**src/rtl/gpio_rd_pkg.sv**
```systemverilog
// Shared address map, widths and types for the GPIO read responder.
package gpio_rd_pkg;

   localparam logic [13:0] ADR_IN0      = 14'h1000;
   localparam logic [13:0] ADR_IN1      = 14'h1004;
   localparam logic [13:0] ADR_DDR_BASE = 14'h1100;
   localparam logic [13:0] ADR_CHG0     = 14'h1200;
   localparam logic [13:0] ADR_CHG1     = 14'h1204;

   localparam int DDR_W = 24;

   typedef logic [DDR_W-1:0] ddr_word_t;

endpackage

```
**src/rtl/gpio_rd_responder_strobe_sync_edge.sv**
```systemverilog
// Three-flop synchronizer for an asynchronous bus strobe, with a one-cycle
// pulse on the synchronized rising edge.
module strobe_sync_edge (
   input  logic CLOCK,
   input  logic reset_reg,
   input  logic strobe_i,
   output logic pulse_o
);

   logic [2:0] sync_q;

   // Shift the raw strobe through the synchronizer chain.
   always_ff @(posedge CLOCK or posedge reset_reg) begin
      if (reset_reg) begin
         sync_q <= 3'b000;
      end else begin
         sync_q <= {sync_q[1:0], strobe_i};
      end
   end

   // Bit 0 may be metastable, so the edge is taken between bits 1 and 2.
   assign pulse_o = sync_q[1] & ~sync_q[2];

endmodule

```
**src/rtl/gpio_rd_responder.sv**
```systemverilog
// GPIO bus-read responder: returns DDR shadow registers, synchronized pin
// levels and sticky read-to-clear change flags. DDR writes are snooped from
// the shared write bus so software can read DDR back.
module gpio_rd_responder
   import gpio_rd_pkg::*;
#(
   parameter int AddrWidth = 14,
   parameter int BusWidth  = 32,
   parameter int GPIOWidth = 36,
   parameter int NumIOReg  = 6
) (
   input  logic                 CLOCK,
   input  logic                 reset_reg,
   input  logic                 read_reg,
   input  logic                 write_reg,
   input  logic [AddrWidth-3:0] busaddress,
   input  logic [BusWidth-1:0]  busdata_in,
   input  logic [GPIOWidth-1:0] io_read_data,
   output logic [BusWidth-1:0]  busdata_out,
   output logic                 busdata_valid
);

   localparam int LO_W   = DDR_W;
   localparam int HI_W   = GPIOWidth - DDR_W;
   localparam int SLOT_W = (NumIOReg > 1) ? $clog2(NumIOReg) : 1;
   localparam logic [AddrWidth-3:0] NUM_SLOTS = NumIOReg[AddrWidth-3:0];

   logic                 rd_pulse;
   logic                 wr_pulse;
   logic [AddrWidth-1:0] busaddr_q;
   ddr_word_t            wdata_q;
   ddr_word_t            ddr_shadow_q [NumIOReg];
   logic [GPIOWidth-1:0] io_s1_q;
   logic [GPIOWidth-1:0] io_s2_q;
   logic [GPIOWidth-1:0] io_prev_q;
   logic [GPIOWidth-1:0] chg_q;
   logic [GPIOWidth-1:0] chg_d;
   logic [GPIOWidth-1:0] delta;
   logic [BusWidth-1:0]  rd_mux_d;
   logic [BusWidth-1:0]  busdata_out_q;
   logic                 valid_q;
   logic [AddrWidth-1:0] ddr_off;
   logic                 ddr_hit;
   logic [SLOT_W-1:0]    ddr_slot;
   logic                 unused_bits;

   strobe_sync_edge u_rd_sync (
      .CLOCK     (CLOCK),
      .reset_reg (reset_reg),
      .strobe_i  (read_reg),
      .pulse_o   (rd_pulse)
   );

   strobe_sync_edge u_wr_sync (
      .CLOCK     (CLOCK),
      .reset_reg (reset_reg),
      .strobe_i  (write_reg),
      .pulse_o   (wr_pulse)
   );

   // Upper write-data bits carry nothing for this block.
   assign unused_bits = ^{busdata_in[BusWidth-1:DDR_W], ddr_off[1:0]};

   // Address and data are captured every cycle; strobes lag them by the
   // synchronizer depth, so both are stable when a pulse arrives.
   always_ff @(posedge CLOCK or posedge reset_reg) begin
      if (reset_reg) begin
         busaddr_q <= '0;
         wdata_q   <= '0;
      end else begin
         busaddr_q <= {busaddress, 2'b00};
         wdata_q   <= busdata_in[DDR_W-1:0];
      end
   end

   assign ddr_off  = busaddr_q - ADR_DDR_BASE;
   assign ddr_hit  = (busaddr_q >= ADR_DDR_BASE) && (ddr_off[AddrWidth-1:2] < NUM_SLOTS);
   assign ddr_slot = ddr_off[SLOT_W+1:2];

   // DDR shadow snoops writes; a read in the same cycle sees the old value.
   always_ff @(posedge CLOCK or posedge reset_reg) begin
      if (reset_reg) begin
         for (int k = 0; k < NumIOReg; k++) ddr_shadow_q[k] <= '0;
      end else if (wr_pulse && ddr_hit) begin
         ddr_shadow_q[ddr_slot] <= wdata_q;
      end
   end

   // Two-flop pin synchronizer plus a delayed copy for change detection.
   always_ff @(posedge CLOCK or posedge reset_reg) begin
      if (reset_reg) begin
         io_s1_q   <= '0;
         io_s2_q   <= '0;
         io_prev_q <= '0;
         chg_q     <= '0;
      end else begin
         io_s1_q   <= io_read_data;
         io_s2_q   <= io_s1_q;
         io_prev_q <= io_s2_q;
         chg_q     <= chg_d;
      end
   end

   assign delta = io_s2_q ^ io_prev_q;

   // Sticky change flags; a clear read reloads its half with this cycle's
   // delta so a change landing during the clear is not lost.
   always_comb begin
      chg_d = chg_q | delta;
      if (rd_pulse && (busaddr_q == ADR_CHG0)) begin
         chg_d[LO_W-1:0] = delta[LO_W-1:0];
      end
      if (rd_pulse && (busaddr_q == ADR_CHG1)) begin
         chg_d[GPIOWidth-1:LO_W] = delta[GPIOWidth-1:LO_W];
      end
   end

   // Read data select; unmapped addresses return zero.
   always_comb begin
      rd_mux_d = '0;
      if (busaddr_q == ADR_IN0) begin
         rd_mux_d[LO_W-1:0] = io_s2_q[LO_W-1:0];
      end else if (busaddr_q == ADR_IN1) begin
         rd_mux_d[HI_W-1:0] = io_s2_q[GPIOWidth-1:LO_W];
      end else if (busaddr_q == ADR_CHG0) begin
         rd_mux_d[LO_W-1:0] = chg_q[LO_W-1:0];
      end else if (busaddr_q == ADR_CHG1) begin
         rd_mux_d[HI_W-1:0] = chg_q[GPIOWidth-1:LO_W];
      end else if (ddr_hit) begin
         rd_mux_d[DDR_W-1:0] = ddr_shadow_q[ddr_slot];
      end
   end

   // Read data is held between reads; valid marks each update for one cycle.
   always_ff @(posedge CLOCK or posedge reset_reg) begin
      if (reset_reg) begin
         busdata_out_q <= '0;
         valid_q       <= 1'b0;
      end else begin
         valid_q <= rd_pulse;
         if (rd_pulse) begin
            busdata_out_q <= rd_mux_d;
         end
      end
   end

   assign busdata_out   = busdata_out_q;
   assign busdata_valid = valid_q;

endmodule

```
**config.mk**
```make
export PLATFORM = sky130hd
export DESIGN_NAME = gpio_rd_responder
export DESIGN_NICKNAME = d
export VERILOG_FILES = /design/src/rtl/gpio_rd_pkg.sv /design/src/rtl/gpio_rd_responder_strobe_sync_edge.sv /design/src/rtl/gpio_rd_responder.sv
export SDC_FILE = /design/constraint.sdc
export NUM_CORES = 1
export LEC_CHECK = 0
export CAP_MARGIN = 20
export CORE_MARGIN = 3
export CORE_UTILIZATION = 31
export CTS_CLUSTER_SIZE = 12
export DETAILED_ROUTE_END_ITERATION = 10
export GPL_TIMING_DRIVEN = 1
export SYNTH_ARGS = -nofsm -noshare
export SYNTH_HDL_FRONTEND = slang
export SYNTH_SLANG_ARGS = --single-unit
```
**constraint.sdc**
```tcl
create_clock -name CLOCK -period 26.4 [get_ports CLOCK]
set_clock_uncertainty 0.05 [all_clocks]
set_input_delay 7.92 -clock CLOCK [delete_from_list [all_inputs] [get_ports CLOCK]]
set_output_delay 7.92 -clock CLOCK [all_outputs]
set_load 0.005 [all_outputs]
```
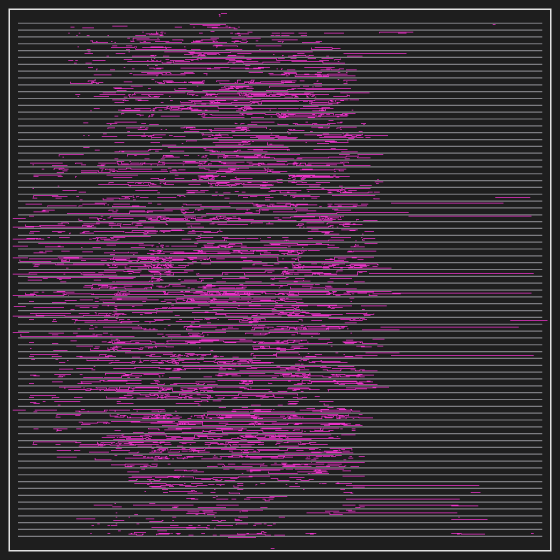
run_1/m1.png
Supply wires on this layer in gray.
main direction = horizontal
nets with wire on the layer = 1073
longest straight run = 65.3 um
vias: 7736
drt total wl: 29.93 mm
met1 usage: 17.97%

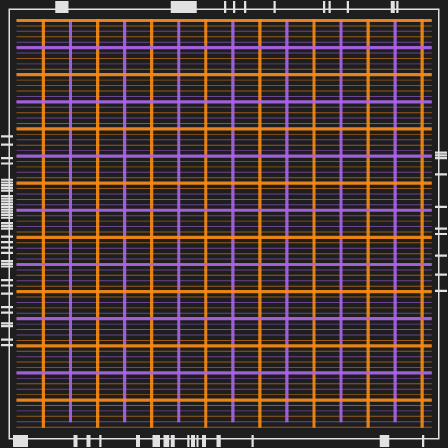
run_1/floorplan.png
Pins as bars on the die edge.
purple -> VDD
orange -> VSS
met4 straps = 15
met5 straps = 15
maximum VDD drop: 36.50 uV
Die H: 214.7 um
core box area: 42510 um2
Die Wd: 214.7 um

==> Slide: Implementation Results, run 1 <==
Key Metrics from the Run

GRT
  – Global-route wire length before repair: roughly 48 mm
  – GRT overflow: 0
  – Initial antenna violation count: 2
  – Largest net degree at the start of global routing: 188
  – Number of global-route vias before repair: 8108

Run status
  – Status: finished clean

Synthesis
  – Yosys stat chip area: about 14000 um2
  – Mux frac, synth: between 10% and 20%
  – Main flop type: dfrtp_1
  – AND/OR/NAND/NOR Cells, Area Fraction: 5.782%
  – Synth area leaders: dfrtp_1 66%, mux2_2 12%, mux2i_1 3.3%, nand2_1 2.0%, xnor2_1 1.6%
  – Register area share after synthesis: between 60% and 70%
  – Synthesized area: 13500 um2
  – Comb area leader: multiplexers
  – Number of synthesized flops with an enable pin: 0
  – Most instantiated cells after synthesis: 355 x dfrtp_1, 142 x mux2_2, 73 x nand2_1, 50 x nor2_1, 44 x mux2i_1
  – Post-Synth Adder-Cell Area: 0%
  – Complex Gates by Area: 7.821%
  – Synth top area share: 65.79%
  – XORs/XNORs by Area: 2.335%
  – Count leader, synth: dfrtp_1
  – Ys Warns: 0
  – Largest area contributor in the netlist: dfrtp_1

Cells and area
  – Fill count: 3999
  – Fraction of layout cells with a size suffix above 1: 19.85%
  – Largest reg by FF count: ddr_shadow_q
  – Diodes inserted: 0
  – Layout overhead on the synthesized area: 19.82%
  – Max reg flops: around 140

Worst setup path
  – WP buf/inv: 1
  – Crit path max-delay family: buffers and inverters
  – CP startpoint kind: flip-flop
  – Critical path arrival: between 1 and 1.5 ns
  – Critical path endpoint category: primary output
  – R2R cell count: 6
  – Slowest CP cell: clkdlybuf4s50_1
  – Critical path origin: busdata_out[17]
  – Worst-path cell chain: clkdlybuf4s50_1
  – Flop-to-flop setup slack: 22.18 ns
  – CP max stage delay: 0.54 ns
  – Critical path peak fanout: 2
  – Critical R2R Launch: busaddr_q[9]
  – CP endpoint: busdata_out[17]
  – Stages on worst setup path: 1
  – Worst r2r dst: ddr_shadow_q[76]

Floorplan
  – Die area: about 46000 um2
  – Pre-Place Util: 31.76%
  – I/O pins: 117

Clocking
  – Max Root-Sink Buffers: 3
  – Clk pin slew, worst setup/hold paths: 0.06 ns
  – TritonCTS Buffers: 37
  – H-tree levels: 2
  – Post-CTS Setup Bufs: 0
  – Root buf cell: clkbuf_16
  – Post-CTS resize count: 0
  – Sink Count: 355
  – Late-Pin Clk Latency: between 0.5 and 0.6 ns
  – # hold bufs at CTS: 0

Timing
  – Fmax: 105.8 MHz
  – Final-report max-slew violation count: 0
  – Final setup fails: 0
  – RSZ-0062 raised after global routing: false
  – Worst-margin pin slew: 1.038 ns
  – Final period utilization: 35.80%
  – Hold slack: 0.2940 ns
  – Fin crit period: 9.451 ns
  – Rel. slew slack: around 30%
  – Setup Total Neg Slack: 0 ns

Worst hold path
  – HP Class: flip-flop to flip-flop
  – Hold Path End: io_s2_q[0]
  – Hold path start: io_s1_q[0]
  – Worst Hold Depth: 0

Drt
  – DRT Pass-1 Iters: 4
  – Via/cell ratio: 4.646
  – Routed Antenna Nets: 0
  – Iteration-0 DRC Markers: 503
  – Wirelength per Cell: 17.98 um
  – Remaining DRCs: 0

Pwr
  – Cell Pwr Density: 68.09 nW/um2
  – Lkg Pwr: 7.330 nW
  – Post-layout power: between 1 and 1.5 mW

Flow run
  – OpenROAD warning count: 36

Place
  – IO buf count: 100
  – Routability cong.: 0.7509
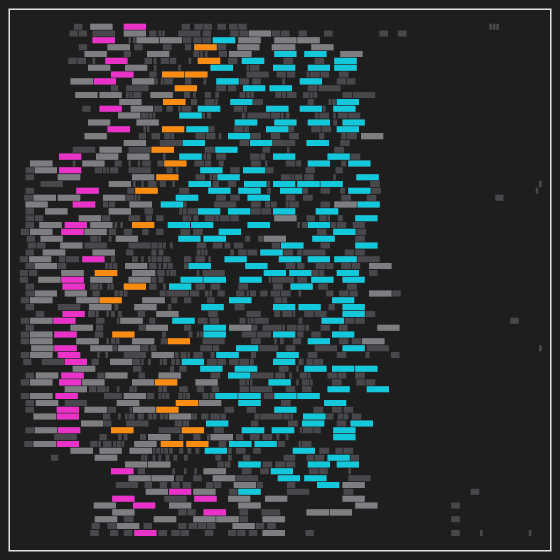
run_1/ff_map.png
Other sequential cells in the stronger gray, the rest of the logic in the fainter gray.
magenta -> io_s2_q  # flops 36, where a column on the left
orange -> busdata_out  # flops 24
cyan -> ddr_shadow_q  # flops 144
flop share of the area: 54.92%
register area: 8886 um2
post-layout util: 38.06%
Seq group: 0.567 mW

[run 1: through the flow]
step                cells  setup slack, ns  area, um2
floorplan             978            8.581      13530
global placement     1609            16.39      15070
detailed placement   1609            16.36      15070
CTS                  1665            16.93      16180
global route         1665            16.70      16180
finish               1665            16.95      16180
[run 1: metal layers]
layer  vias to the layer above  global-route usage, %  part of all wire [%]
li1                       3586                      -                     -
met1                      3955                  17.97                    47
met2                       153                  21.05                    46
met3                        40                  2.345                   4.0
met4                         2                  3.925                   2.3
met5                         -                      0                 0.033
[run 1: placed cells by master, fill, tap and decap left out, drive strengths merged, types with 3 or more instances in the layout]
master and count:
nor2 50, o21ai 40, nor4 3, a221oi 5, a21o 14, inv 6
clkdlybuf4s50 100, nand4 5, mux2i 44, conb 8, nor3 6, nand2 73
clkinv 3, o2bb2ai 6, clkbuf 53, nand2b 7, buf 14, xor2 12
a2bb2oi 7, mux2 150, nor3b 4, xnor2 24, o211ai 18, o31a 7
o22ai 21, dfrtp 355, a21oi 28
[run 1: power by group]
part	internal, mW	switching [mW]	leakage, nW	total, mW
Combinational	0.0213	0.0286	2.36	0.0499
Sequential	0.557	0.0106	4.42	0.567
Clock	0.284	0.201	0.546	0.485
[run 1: area by class of cell]
type / count / area, um2 / share of cell area [%]
Clock buffer: 53 / 1089 / 6.728
Timing Repair Buffer: 114 / 1119 / 6.914
Multi-Input combinational cell: 557 / 4312 / 26.65
Tap cell: 577 / 721.9 / 4.462
Sequential cell: 355 / 8886 / 54.92
Inverter: 6 / 30.03 / 0.1856
Clock inverter: 3 / 22.52 / 0.1392
==> run 2, diff against run 1 <==
- clock period: 26.4 -> 9.7 ns (I/O delays scaled with it)
==> Slide: Implementation Results, run 2 <==
Key Metrics from the Run

Clocking
  – Max Root-Sink Buffers: 3
  – Late-Pin Clk Latency: 0.52 ns
  – Post-CTS resize count: 0
  – H-tree levels: 2

Timing
  – Fin crit period: 4.430 ns
  – Final setup fails: 0
  – Final period utilization: 45.67%
  – RSZ-0062 raised after global routing: false
  – Hold slack: 0.2920 ns
  – Fmax: 225.7 MHz
  – Rel. slew slack: between 20% and 30%

Worst setup path
  – Critical path peak fanout: 122
  – Critical path endpoint category: async pin
  – Stages on worst setup path: 4
  – CP startpoint kind: input port
  – R2R cell count: 6
  – WP buf/inv: 4

Cells and area
  – Fraction of layout cells with a size suffix above 1: 19.85%

Worst hold path
  – Worst Hold Depth: 0

Synthesis
  – Count leader, synth: dfrtp_1
  – Synth area leaders: dfrtp_1 66%, mux2_2 12%, mux2i_1 3.3%, nand2_1 2.0%, xnor2_1 1.6%
  – Register area share after synthesis: 65.79%
  – Most instantiated cells after synthesis: 355 x dfrtp_1, 142 x mux2_2, 73 x nand2_1, 50 x nor2_1, 44 x mux2i_1

GRT
  – Number of global-route vias before repair: 8084
  – GRT overflow: 0
  – Initial antenna violation count: 1
  – Grt met3 use: 2.373%

Place
  – Routability cong.: around 0.75

Drt
  – Routed Antenna Nets: 0
  – Met2 wire len: 13.54 mm
  – DRT met1 WL: approximately 14 mm
  – Wirelength per Cell: 17.49 um
  – DR WL met3: 1.103 mm

Pwr
  – Maximum VDD drop: 130.2 uV
  – Cell Pwr Density: 184.2 nW/um2

Flow run
  – OpenROAD warning count: 40

Run status
  – Status: finished clean
[run 2: final timing paths]
check,end,startpoint,slack [ns]
max,ddr_shadow_q[109],reset_reg,5.27
min,io_s2_q[8],io_s1_q[8],0.29
max reg2reg,ddr_shadow_q[139],busaddr_q[9],5.49
min reg2reg,io_s2_q[8],io_s1_q[8],0.29
max in group CLOCK,busdata_out[12],busdata_out[12],5.28
min in group asynchronous,io_s1_q[4],reset_reg,2.73
[run 2: final cells by class]
| type | count | area [um2] |
|---|---|---|
| Clock inverter | 5 | 57.56 |
| Antenna cell | 1 | 2.502 |
| Inverter | 6 | 26.28 |
| Tap cell | 577 | 721.9 |
| Sequential cell | 355 | 8886 |
| Timing Repair Buffer | 117 | 1154 |
| Clock buffer | 53 | 1026 |
| Multi-Input combinational cell | 557 | 4312 |
| Fill cell | 4042 | 26320 |
[run 2: stage by stage]
step                util, %  total power, mW  std cells  setup slack (ns)
floorplan                 -            1.643        978             1.984
global placement      35.52            1.707       1612             4.686
detailed placement    35.52            1.709       1612             4.649
CTS                   38.07            3.030       1670             5.210
global route          38.07            3.103       1670             4.988
finish                38.08            2.981       1671             5.270
[run 2: cells by family (layout without fill, tap and decap cells)]
kind of cell    Yosys count  in the layout  synth area share (%)
xor+xnor                 36             36                 2.335
mux                     194            194                 15.77
simple gates            158            158                 5.782
compound gates          161            161                 7.821
flops                   355            355                 65.79
other cells               1              9               0.02777
buf+inv                  66            181                 2.474
[run 2: where the power goes]
group | switching (mW) | internal [mW]
Sequential | 0.0266 | 1.51
Combinational | 0.0794 | 0.0590
Clock | 0.545 | 0.757
Total | 0.651 | 2.33
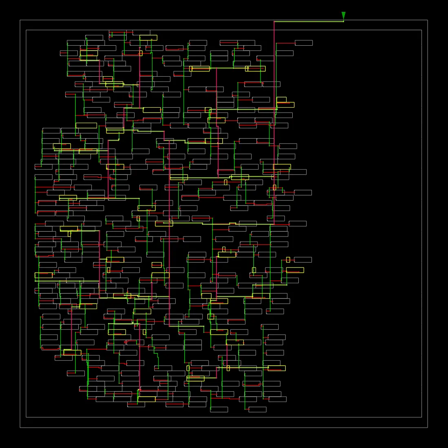
run_2/clock_nets.png
TritonCTS Buffers: 37
Sink Count: 355
clkbuf count: 53
registers: 355

Power is estimated from default activity; no workload was simulated.
